===== config.mk =====
export PLATFORM = sky130hd
export DESIGN_NAME = key_scan_ctrl
export DESIGN_NICKNAME = d
export VERILOG_FILES = /design/src/rtl/key_scan_ctrl.sv
export SDC_FILE = /design/constraint.sdc
export NUM_CORES = 1
export LEC_CHECK = 0
export CORE_AREA = 2 2 89 91
export CTS_CLUSTER_DIAMETER = 80
export CTS_CLUSTER_SIZE = 12
export DETAILED_ROUTE_END_ITERATION = 12
export DIE_AREA = 0 0 91 93
export PLACE_DENSITY = 0.6
export SYNTH_ARGS = -nofsm -noshare
export SYNTH_HDL_FRONTEND = slang
export SYNTH_SLANG_ARGS = --single-unit

===== constraint.sdc =====
create_clock -name clk -period 3.4 [get_ports clk]
set_input_delay 1.02 -clock clk [delete_from_list [all_inputs] [get_ports clk]]
set_output_delay 1.02 -clock clk [all_outputs]
set_load 0.02 [all_outputs]

===== src/rtl/key_scan_ctrl.sv =====
`default_nettype none
// ============================================================================
//  Module      : key_scan_ctrl
//  Description : 4x4 matrix keypad scanner with debounce and valid/ready key
//                output handshake.
//  Revision    : 1.0 - initial release
// ============================================================================
module key_scan_ctrl #(
    parameter int SCAN_CYCLES = 25_000,
    parameter int DEB_CNT     = 500_000
) (
    input  logic       clk,
    input  logic       rst_n,
    input  logic [3:0] col_in,
    output logic [3:0] row_out,
    output logic [3:0] key_code,
    output logic       key_valid,
    input  logic       key_ready,
    output logic       busy
);

    localparam int              SCAN_W    = (SCAN_CYCLES > 1) ? $clog2(SCAN_CYCLES) : 1;
    localparam logic [SCAN_W-1:0] SCAN_LAST = SCAN_W'(SCAN_CYCLES - 1);
    localparam logic [19:0]     DEB_LAST  = 20'(DEB_CNT - 1);

    localparam logic [1:0] ST_SCAN         = 2'd0;
    localparam logic [1:0] ST_DEBOUNCE     = 2'd1;
    localparam logic [1:0] ST_WAIT_ACK     = 2'd2;
    localparam logic [1:0] ST_WAIT_RELEASE = 2'd3;

    logic [3:0]        col_meta_q;
    logic [3:0]        col_s_q;
    logic [1:0]        state_q,    state_d;
    logic [1:0]        row_q,      row_d;
    logic [SCAN_W-1:0] scan_cnt_q, scan_cnt_d;
    logic [19:0]       deb_cnt_q,  deb_cnt_d;
    logic [1:0]        col_idx_q,  col_idx_d;
    logic [3:0]        key_code_q, key_code_d;
    logic              key_valid_q, key_valid_d;

    logic [1:0]        first_low_col;
    logic              key_level;

    // Lowest-index pressed column wins when several are low together.
    always_comb begin
        first_low_col = 2'd0;
        for (int i = 3; i >= 0; i--) begin
            if (!col_s_q[i]) begin
                first_low_col = 2'(i);
            end
        end
    end

    assign key_level = col_s_q[col_idx_q];

    always_ff @(posedge clk or negedge rst_n) begin
        if (!rst_n) begin
            col_meta_q  <= 4'hF;
            col_s_q     <= 4'hF;
            state_q     <= ST_SCAN;
            row_q       <= 2'd0;
            scan_cnt_q  <= '0;
            deb_cnt_q   <= 20'd0;
            col_idx_q   <= 2'd0;
            key_code_q  <= 4'h0;
            key_valid_q <= 1'b0;
        end else begin
            col_meta_q  <= col_in;
            col_s_q     <= col_meta_q;
            state_q     <= state_d;
            row_q       <= row_d;
            scan_cnt_q  <= scan_cnt_d;
            deb_cnt_q   <= deb_cnt_d;
            col_idx_q   <= col_idx_d;
            key_code_q  <= key_code_d;
            key_valid_q <= key_valid_d;
        end
    end

    always_comb begin
        state_d     = state_q;
        row_d       = row_q;
        scan_cnt_d  = scan_cnt_q;
        deb_cnt_d   = deb_cnt_q;
        col_idx_d   = col_idx_q;
        key_code_d  = key_code_q;
        key_valid_d = key_valid_q;
        case (state_q)
            ST_SCAN: begin
                if (scan_cnt_q == SCAN_LAST) begin
                    scan_cnt_d = '0;
                    if (col_s_q == 4'hF) begin
                        row_d = row_q + 2'd1;
                    end else begin
                        col_idx_d = first_low_col;
                        deb_cnt_d = 20'd0;
                        state_d   = ST_DEBOUNCE;
                    end
                end else begin
                    scan_cnt_d = scan_cnt_q + SCAN_W'(1);
                end
            end
            ST_DEBOUNCE: begin
                if (key_level) begin
                    state_d = ST_SCAN;
                    row_d   = row_q + 2'd1;
                end else if (deb_cnt_q == DEB_LAST) begin
                    key_code_d  = {row_q, col_idx_q};
                    key_valid_d = 1'b1;
                    state_d     = ST_WAIT_ACK;
                end else begin
                    deb_cnt_d = deb_cnt_q + 20'd1;
                end
            end
            ST_WAIT_ACK: begin
                // The column is deliberately ignored here so a quick release
                // cannot cancel a key the consumer has not yet taken.
                if (key_ready) begin
                    key_valid_d = 1'b0;
                    deb_cnt_d   = 20'd0;
                    state_d     = ST_WAIT_RELEASE;
                end
            end
            ST_WAIT_RELEASE: begin
                if (!key_level) begin
                    deb_cnt_d = 20'd0;
                end else if (deb_cnt_q == DEB_LAST) begin
                    state_d = ST_SCAN;
                    row_d   = row_q + 2'd1;
                end else begin
                    deb_cnt_d = deb_cnt_q + 20'd1;
                end
            end
            default: begin
                state_d = ST_SCAN;
            end
        endcase
    end

    always_comb begin
        row_out   = ~(4'b0001 << row_q);
        busy      = (state_q != ST_SCAN);
        key_code  = key_code_q;
        key_valid = key_valid_q;
    end

endmodule
`default_nettype wire


Fig. 1: run 1, clock nets
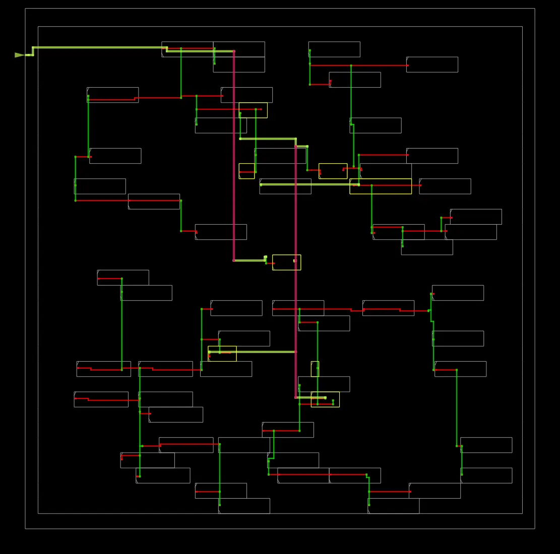
setup skew after layout: 9.22 ps
TritonCTS Sinks: 54
number of buffers created by CTS: 5
clock latency on the worst-skew pair: 310 ps

Fig. 2: run 1, signal metal coverage by tile
18 x 19 tiles, from dark blue (low) to red (high), scaled to the fullest tile. Values are wire area over tile area, all layers added.
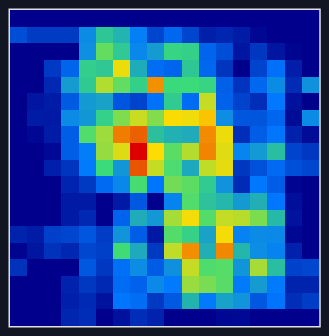
tiles over half the peak	16%
mean over tiles	0.12
nearly empty tiles	25%
densest ninth of the die	center

==> results.toml, run 1 <==
# physical design summary
[synthesis]
synth_nets = 323
synth.comb.largest_family = "simple AND/OR/NAND/NOR gates"
synth-xor-area-share_pct = 1.49
synth-edff-count = 0
synth_dominant_cell_count = "dfrtp_1"
syn-mean-instance-area_um2 = 9.49
yosys.area_share.simple_pct = 24.4
synthMuxAreaShare_pct = 5.44
yosysTopAreaCell = "dfrtp_1"
synth_adder_area_share_pct = 2.55
yosysTopAreaCellShare_pct = 39.1
netlist-cell-type-count = 51

[final_layout]
number_of_nets_in_the_final_layout = 339
area.sequential_um2 = 1360
num_antenna_cells = 0
nFillCells = 761
area_growth_syn_to_fin_pct = 13.7
seq_cells = 54
clock_buffer_count = 6
num-nonclk-buffers = 23
area_of_combinational_cells_with_multiple_inputs_um2 = 1480
largest_cell_class = "multi-input combinational cells"

[floorplanning]
initCoreUtil_pct = 39.1
num_tap_cells = 102
fp.dieH_um = 93

[clock_tree]
cts_max_path_buffers = 2
hold_buffers = 0

[final_timing]
worst-slew-pin-transition_ps = 684
final_min_period_over_clock_period_pct = 82.8
fmax_mhz = 355
worst_hold_margin_ps = 359

[setup_path]
cp.arrival_ps = 1790
r2r_slack_ps = 680
reg2reg_depth = 5
cp_data_required_time_ps = 2380
max_stage_delay_ps = 590

[placement]
place_inst = 421
final_weighted_congestion_in_routability_driven_placement = 0.846
buffer_ports.inserted = 16
dpl.hpwl_mm = 4.48
dp_worst_setup_slack_ps = 556

[detailed_routing]
routed-via-count = 2396
route.detailed.vias_per_inst = 5.59
wirelength_mm = 6.31

[power_and_ir_drop]
netSwitchingPower_w = 0.000647
intPower_w = 0.00122

[global_routing]
grt_antenna_before_repair = 0
grt-ovfl-total = 0
gr-usage-all-layers_pct = 16.4
via_count_of_the_first_global_routing_pass = 2280

[run_status]
status = "finished clean"

[job]
cap_violations = 0

[worst_hold_path]
min-delay-path-class = "flip-flop to flip-flop"
Fig. 3: run 1, placed cells, one color a class
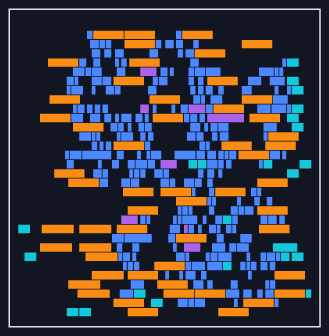
class	color	cells	share of their area
combinational and other logic	blue	242	47%
remaining buffers and delay cells	cyan	23	6.8%
clock drivers and dummy loads	purple	8	3.4%
sequential cells	orange	54	42%

==> run 1: cell usage in the layout, fill, tap and decap left out, types with 2 or more instances in the layout <==
master	count
a211oi_1	2
a21oi_1	20
a31oi_1	8
and2_1	3
and3_1	6
and4_1	5
buf_4	6
clkbuf_8	5
clkdlybuf4s50_1	15
dfrtp_1	46
dfstp_2	8
ha_1	6
inv_1	13
mux2_2	6
mux2i_1	7
nand2_1	35
nand2b_1	6
nand3_1	20
nand4_1	8
nor2_1	15
nor3_1	7
nor4_1	2
o21ai_0	19
o31ai_1	14
or3_1	3
or4_1	9
xnor2_1	4
==> run 1: power groups by stage <==
stage	logic, W	registers (W)	clock network (W)
4_1_cts	0.000491	0.000947	0.000451
3_5_place_dp	0.000490	0.000957	0
6_report	0.000484	0.000948	0.000435
5_1_grt	0.000557	0.000976	0.000475
3_3_place_gp	0.000476	0.000954	0
2_1_floorplan	0.000375	0.000901	0
==> run 1: metal layers <==
layer	routed length, µm	up-vias
li1	-	1183
met1	3140	1157
met2	2740	48
met3	294	8
met4	127	0
met5	0	-
==> run 1: stage by stage <==
stage / cell area (µm²) / util [%] / power (W)
3_5_place_dp: 3240 / 43.0 / 0.00145
2_1_floorplan: 2940 / - / 0.00128
5_1_grt: 3350 / 44.4 / 0.00201
4_1_cts: 3350 / 44.4 / 0.00189
6_report: 3350 / 44.4 / 0.00187
3_3_place_gp: 3240 / 43.0 / 0.00143
==> run 1: critical path: cells and delay by family, from the launching register on <==
kind	cells	cell delay [ps]
flip-flops	1	530
buffers and inverters	3	860
AND/OR/NAND/NOR	1	80
==> run 1: flip-flops by register name, indices dropped and copies added, names as in the netlist, named ones only <==
signal	cells
deb_cnt_q	20
scan_cnt_q	15
col_meta_q	4
col_s_q	4
key_code	4
col_idx_q	2
row_q	2
key_valid	1
state_q	1
--- run 2 (diff from run 1) ---
PLACE_DENSITY = 0.62   (was 0.6)
clock period = 2.4 ns   (was 3.4 ns; I/O delays follow)
Fig. 4: run 2, placed cells, one color a class
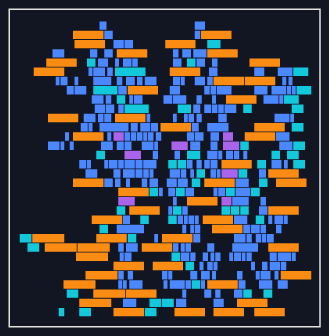
class	color	cells	share of their area
combinational and other logic	blue	243	45%
clock drivers and dummy loads	purple	8	2.7%
sequential cells	orange	54	38%
remaining buffers and delay cells	cyan	55	14%

==> results.toml, run 2 <==
# physical design summary
[synthesis]
yosysTopAreaCellShare_pct = 39.1
syn-mean-instance-area_um2 = 9.49
syn-cell-area_um2 = 2940
synth_dominant_cell_count = "dfrtp_1"
synth_nets = 323
synth-edff-count = 0
yosysTopAreaCell = "dfrtp_1"
synth_flops = 54
top_cells_by_count = "46 x dfrtp_1, 35 x nand2_1, 20 x a21oi_1, 20 x nand3_1, 19 x o21ai_0"
netlist-cell-type-count = 51

[final_layout]
flip_flop_count_of_the_largest_register_all_copies_and_words_added = 20
final_common_cell = "dfrtp_1"
stdcell_area_um2 = 3700
top_library_cells_by_usage_in_the_layout_fill_and_taps_aside = "46 x dfrtp_1, 35 x nand2_1, 33 x buf_4"
number_of_nets_in_the_final_layout = 372
reg.largest.list = "deb_cnt_q x20, scan_cnt_q x15"
area_growth_syn_to_fin_pct = 25.7
largest-register = "deb_cnt_q"
num_antenna_cells = 0
layout-drive-gt1-share_pct = 23.6

[final_timing]
finalSetupViolations = 4
fmax_mhz = 410
final.setup.worst_slack_ps = -39.6
rsz0062_at_grt = "true"
totalNegativeSetupSlack_ps = -62.1
setup_skew_after_layout_ps = 15.9
timing.final.crit_period_ps = 2440
worst-slew-pin-transition_ps = 535
final_min_period_over_clock_period_pct = 102
number_of_hold_slack_violations_in_the_final_timing_report = 0

[clock_tree]
hold_buffers = 0
cts.clk_slew.worst_paths_ps = 110
cts_max_path_buffers = 2
clock.latency.late_pin_ps = 310
cts_made_buffers = 5
clock_sinks = 54
h-tree-depth = 2

[placement]
buffer_ports.inserted = 16
final_weighted_congestion_in_routability_driven_placement = 0.855
dpl.hpwl_mm = 5.08
dpl-instance-area_um2 = 3440
dp_worst_setup_slack_ps = -153
place_inst = 447

[setup_path]
reg2reg_from = "scan_cnt_q[6]$_DFFE_PN0P_"
cp-start-kind = "flip-flop"
crit_path_max_fanout = 8
cp_data_required_time_ps = 2640
r2r_slack_ps = -40
reg2reg_depth = 6
cp.arrival_ps = 2680
critPathKind = "flip-flop to flip-flop"

[detailed_routing]
wl_met2_mm = 3.46
met3_routed_length_um = 271
wirelength_met1_mm = 3.36
top_layer = "met4"
wirelength_mm = 7.18
routed-via-count = 2608
route.detailed.vias_per_inst = 5.65

[job]
cap_violations = 0

[worst_hold_path]
min-delay-path-class = "input pin to async pin"

[power_and_ir_drop]
peakVddDrop_mv = 0.284
p_leak_nw = 1.57
total_power_consumption_w = 0.00277
p_per_area_nw_per_um2 = 748

[run_status]
status = "finished with violations"
failed_checks = "negative setup slack"

[floorplanning]
die.size.x_um = 91
fp.dieH_um = 93
initCoreUtil_pct = 39.1
dieArea_um2 = 8460

[global_routing]
gr-usage-all-layers_pct = 17.6
grt_start_max_net_pins = 22
via_count_of_the_first_global_routing_pass = 2431
met1_usage_pct = 24.6
grt_pass1_wl_mm = 12.1
grt-ovfl-total = 0
grt_antenna_before_repair = 0
Fig. 5: run 2, signal metal coverage by tile
18 x 19 tiles, from dark blue (low) to red (high), scaled to the fullest tile. Values are wire area over tile area, all layers added.
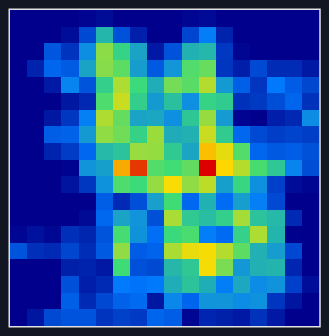
nearly empty tiles	25%
emptiest ninth of the die	lower left
fullest tile	0.57

-- run 2: worst max path at each step --
| stage | from | end |
|---|---|---|
| floorplan | scan_cnt_q[9]$_DFFE_PN0P_ | deb_cnt_q[15]$_DFFE_PN0P_ |
| global placement | key_ready | deb_cnt_q[13]$_DFFE_PN0P_ |
| detailed placement | key_ready | deb_cnt_q[3]$_DFFE_PN0P_ |
| CTS | scan_cnt_q[6]$_DFFE_PN0P_ | deb_cnt_q[0]$_DFFE_PN0P_ |
| global route | scan_cnt_q[6]$_DFFE_PN0P_ | deb_cnt_q[0]$_DFFE_PN0P_ |
| finish | scan_cnt_q[6]$_DFFE_PN0P_ | deb_cnt_q[0]$_DFFE_PN0P_ |
-- run 2: area by class of cell --
type,count,area (µm²)
clock buffers,5,68.8
clock inverters,3,26.3
fillers,724,3830
inverters,13,48.8
multi-input cells,230,1560
flip-flops and latches,54,1360
well taps,102,128
repair buffers,55,509
-- run 2: kinds of logic after synthesis --
| family | count (synthesis) | share of synthesized area (%) |
|---|---|---|
| compound gates | 75 | 16.1 |
| xor+xnor | 5 | 1.49 |
| mux | 14 | 5.44 |
| simple gates | 129 | 24.4 |
| buf+inv | 27 | 3.74 |
| fa+ha+maj | 6 | 2.55 |
| flops | 54 | 46.3 |
-- run 2: stage by stage --
step | hold WS (ps) | util [%]
floorplan | 345 | -
global placement | 346 | 45.7
detailed placement | 347 | 45.7
CTS | 340 | 47.3
global route | 345 | 49.1
finish | 324 | 49.1
-- run 2: power by group --
part           internal, W  switching, W
Combinational     0.000435      0.000484
Sequential         0.00110      0.000193
Clock             0.000218      0.000334
Total              0.00175       0.00101
-- run 2: worst max-delay path: stages, from the launching register on --
cell	delay, ps
dfrtp_1	400
or4b_4	550
or4_4	540
a22o_4	320
buf_6	130
or3_4	320
a21oi_2	130
Power is estimated from default activity; no workload was simulated.
